==> config.mk <==
export PLATFORM = sky130hd
export DESIGN_NAME = vec_fifo_v2
export DESIGN_NICKNAME = d
export VERILOG_FILES = /design/src/rtl/vec_fifo_v2.sv
export SDC_FILE = /design/constraint.sdc
export NUM_CORES = 1
export LEC_CHECK = 0
export CAP_MARGIN = 20
export CORE_ASPECT_RATIO = 0.5
export CORE_MARGIN = 1.5
export CORE_UTILIZATION = 40
export CTS_CLUSTER_DIAMETER = 80
export DETAILED_ROUTE_END_ITERATION = 12
export SKIP_CTS_REPAIR_TIMING = 1
export SLEW_MARGIN = 40
export SYNTH_ARGS = -nofsm -noshare
export SYNTH_HDL_FRONTEND = slang
export SYNTH_SLANG_ARGS = --single-unit
==> constraint.sdc <==
create_clock -name clk_in -period 5.25 [get_ports clk_in]
set_input_delay 0.7875 -clock clk_in [delete_from_list [all_inputs] [get_ports clk_in]]
set_output_delay 0.7875 -clock clk_in [all_outputs]
set_load 0.02 [all_outputs]
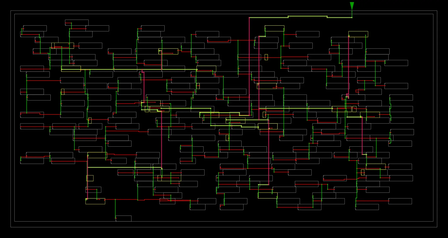
(clock nets)
Latency at later pin: 0.47 ns
clock sink count: 204
clk_skew: 0.00647 ns

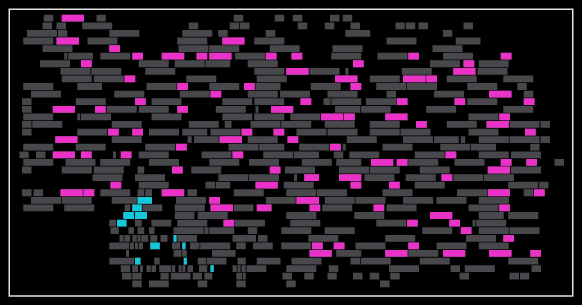
(gate families picked out)
Cyan stands for NOR gates, cells 11, most used nor2_1, where lower left. Magenta stands for multiplexers, cells 96, most used mux2_2.
Comb/total area: 18.7%
dominant logic cell type in the layout: edfxtp_1

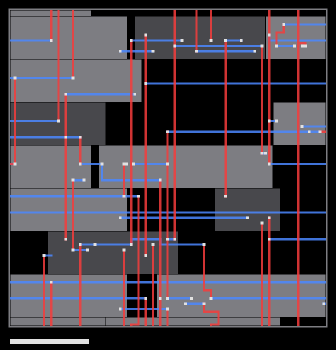
(zoomed window)
Bar = 5 um. Region (91, 62) to (111, 82) um. Cells in grey, sequential cells in the stronger grey; small squares are vias.
Red stands for met2. Blue stands for met1.
10 logic cells have their middle in the window. Most frequent: edfxtp_1 (6), mux4_2 (2). Sequential cells in the window: 6.

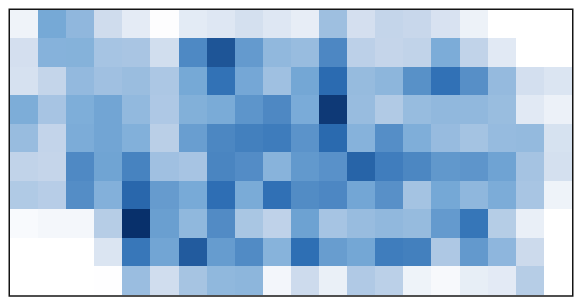
(signal metal coverage by tile)
The die is cut into 20 by 10 equal tiles; white is low, dark blue is high, scaled to the fullest tile. Values are wire area over tile area, all layers added.
The fullest tile reaches 0.27. The densest ninth of the die: centre. The mean over all tiles is 0.11. 8.0% of the tiles are nearly empty. 33% of the tiles are over half the peak.
DRT Wirelength: 14.3 mm
detailed-route wire length per cell: 19.7 um
routed vias: 3655
GR Util All Layers: 14.3%

==> reports/results.ini <==
[pwr]
p_comb_share_pct=3.9
netSwitchingFraction_pct=19.9
clkPwrFrac_pct=38.9
combinationalPower_mw=0.123

[final_timing]
maxSlewViolCount=0
period_used_pct=68.8
rsz0062_at_grt=no
tightest_slew_ns=0.644
tns_ns=0
whs_ns=0.492
maxSlewHeadroom_pct=56.5

[cells_and_area]
logic_area_um2=1770
lay_top_cells=edfxtp_1, clkdlybuf4s50_1, mux2_2, mux4_2, mux2_1
clkbuf_count=23
nFillCells=1622
nonClockInverterCount=5
fin_area_um2=9460

[synthesis]
avgSynthCellArea_um2=21.6
synth_area_leader_cell=edfxtp_1
ys.flop_type=edfxtp_1
top_cell=edfxtp_1
synth_cell_types=32
synth_seq_share_pct=76.3
yosys.area.top_type_share_pct=73.2
edf_count=192

[job]
warnings=26

[cts]
clockBufferDepth=3

[global_route]
antenna_found_initial=0
met3_usage_pct=2.68
first_global_vias=3826
grt-ovfl-total=0

[floorplan]
dieHeight_um=102
chip_area_um2=20600

[drt]
drtIter0Drc=219
drtAntennaViolNets=0

[status]
status=finished, final reports clean

[critical_path]
critPathTopFamily=buffers and inverters
r2r_cells=6
crit_chain=buf_12 -> mux2_1 -> mux4_2 -> clkdlybuf4s50_1
crit_arrival_ns=2.82
worst-path-max-fanout=36
required_ns=4.46

[placement]
pre_cts_ws_ns=2.09
port_buffers=70

